Figure 1. A small window of the routed layout.
Window x 74 to 104, y 15 to 45 um. Cells in gray, sequential cells in the stronger gray; small squares are vias.
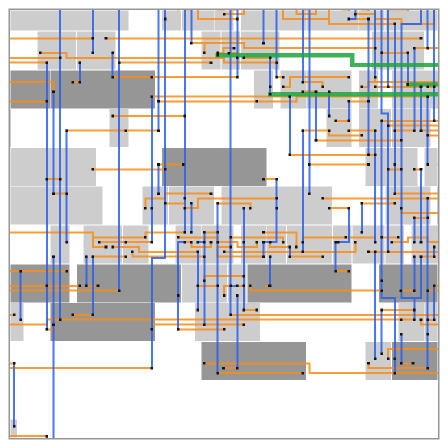
Figure 2. Clock wiring as the flow saved it.
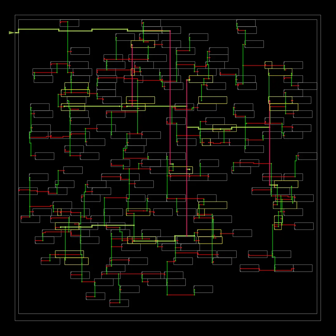
Figure 3. Where the registers sit.
Scale bar: 20 um.
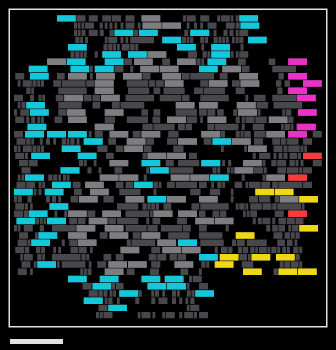
Figure 4. Cell sizes after repair.
Scale bar: 20 um.
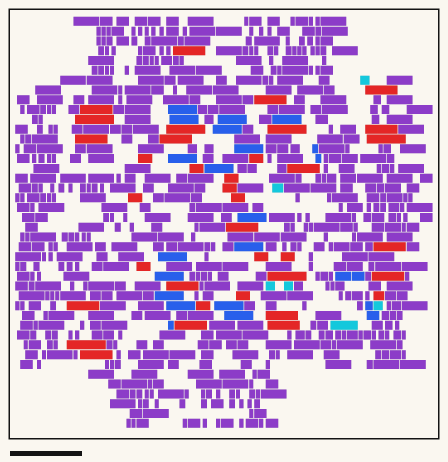
Figure 5. Clock distribution.
Scale bar: 20 um.
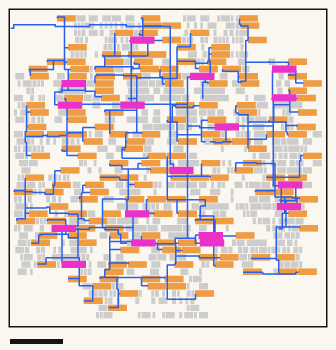
==> config.mk <==
export PLATFORM = sky130hd
export DESIGN_NAME = led_matrix_scan
export DESIGN_NICKNAME = d
export VERILOG_FILES = /design/src/rtl/led_matrix_pkg.sv /design/src/rtl/scan_tick_gen.sv /design/src/rtl/led_matrix_scan.sv
export SDC_FILE = /design/constraint.sdc
export NUM_CORES = 1
export LEC_CHECK = 0
export CAP_MARGIN = 5
export CORE_UTILIZATION = 45
export CTS_CLUSTER_SIZE = 30
export DETAILED_ROUTE_END_ITERATION = 16
export DONT_BUFFER_PORTS = 1
export GPL_TIMING_DRIVEN = 0
export SLEW_MARGIN = 20
export SYNTH_ARGS = -nofsm -noshare
export SYNTH_HDL_FRONTEND = slang
export SYNTH_SLANG_ARGS = --single-unit
==> constraint.sdc <==
create_clock -name i_CLK -period 3.15 [get_ports i_CLK]
set_clock_uncertainty 0.05 [all_clocks]
set_input_delay 0.315 -clock i_CLK [delete_from_list [all_inputs] [get_ports i_CLK]]
set_output_delay 0.315 -clock i_CLK [all_outputs]
set_load 0.005 [all_outputs]
==> deck_impl_summary.md <==
Flow Results at a Glance

Global route
  – Initial antenna violation count: 0
  – Met3 Track Usage GR: 4.68%
  – Vias in the first global route: 4520
  – Met2 Usage GRT: 35.6%

Yosys
  – Cell Type Count: 39
  – Most instantiated cells after synthesis: dfxtp_1, nand2_1, a21oi_1
  – Syn Nets: 683
  – Yosys top cell by area: dfxtp_1
  – Synth mux share: 7.02%
  – Top cell area share: 54.5%
  – Post-synthesis sequential area ratio: 54.5%
  – Synthesis warning total: 0
  – EDFF count, synth: 0
  – Largest combinational cell category by area: AND-OR/OR-AND gates
  – Main synth FF type: dfxtp_1
  – Yosys reg bits: 167
  – Yosys Instances: 600
  – XOR-XNOR Cells, Area Fraction: 1.29%
  – Mapped cell area: 0.00613 sq mm
  – Count leader, synth: dfxtp_1

Final timing
  – Setup-failing EPs final: 0
  – Final Hold Fails: 0
  – Post-route clock period utilization: 66.7%

Power and ir drop
  – Switching power: 991 uW
  – PD cells: 618 mW/mm^2

Route
  – Highest routing layer actually used: met4
  – Drt pass-1 iters: 4
  – DRT antenna net count: 0
  – Via count: 4589

Clocking
  – # hold bufs at CTS: 66
  – CTS buffer count: 17
  – Root buf cell: clkbuf_16
  – H-tree level count: 4
  – Post-CTS sizing: 0

Floorplanning
  – Tapcells: 176

Critical path
  – Critical path fanouts, max: 8
  – Arr. time, crit path: 2.33 ns
  – Setup crit end kind: flip-flop
  – Worst path cell trace: ha_1 -> nand4_4 -> nor3_2 -> mux2i_1 -> nor2_1
  – Required @ worst endpoint: 3.37 ns
  – CP Depth: 5

Placement
  – Placed wire-length estimate: 10300 um

Outcome
  – Status: completed

Finish
  – Fin nets: 768
  – Final-layout clock buffer total: 19
  – # diodes: 0
  – Filler cells: 1121
  – Logic area: 0.00249 sq mm
Back to the opening pictures, Figure 1:
- metal 1: orange
- metal 2: blue
- metal 3: green
- sequential cells in the window: 8
- most frequent: dfxtp_1 (8), nor3_1 (6)
- cells with their middle in the window: 55

Back to the opening pictures, Figure 2:
sequential cells: 167
# clock sinks: 167
clk pwr: 2320 uW

Back to the opening pictures, Figure 3:
- o_Rows: magenta (flops 8; where upper right)
- r_shadow: cyan (flops 64)
- r_bright: red (flops 3)
- u_tick.r_count: yellow (flops 12; where lower right)
- not colored: 80
Sequential cell area: 0.00334 sq mm
Seq power: 2200 uW
sequential share of cell area: 43.6%
fin util: 57.9%

Back to the opening pictures, Figure 4:
- _0 and _1 cells: purple (cells 632)
- _2 cells: blue (cells 23)
- _3 and _4 cells: cyan (cells 6)
- _6 and larger: red (cells 36)
buffers outside the clock class: 109
Final Cell Area: 0.00767 sq mm
Area Growth Syn to Fin: 25.1%

Back to the opening pictures, Figure 5:
- flip-flops: orange (count 167)
- clock drivers: magenta (count 17)
- clock wires: blue (length 1840 um)
- routed clock nets: 18
- flops lie: widely spread
clock share of power: 48.9%
Worst-Skew Late Latency: 0.42 ns

Power and IR drop assume default switching activity.
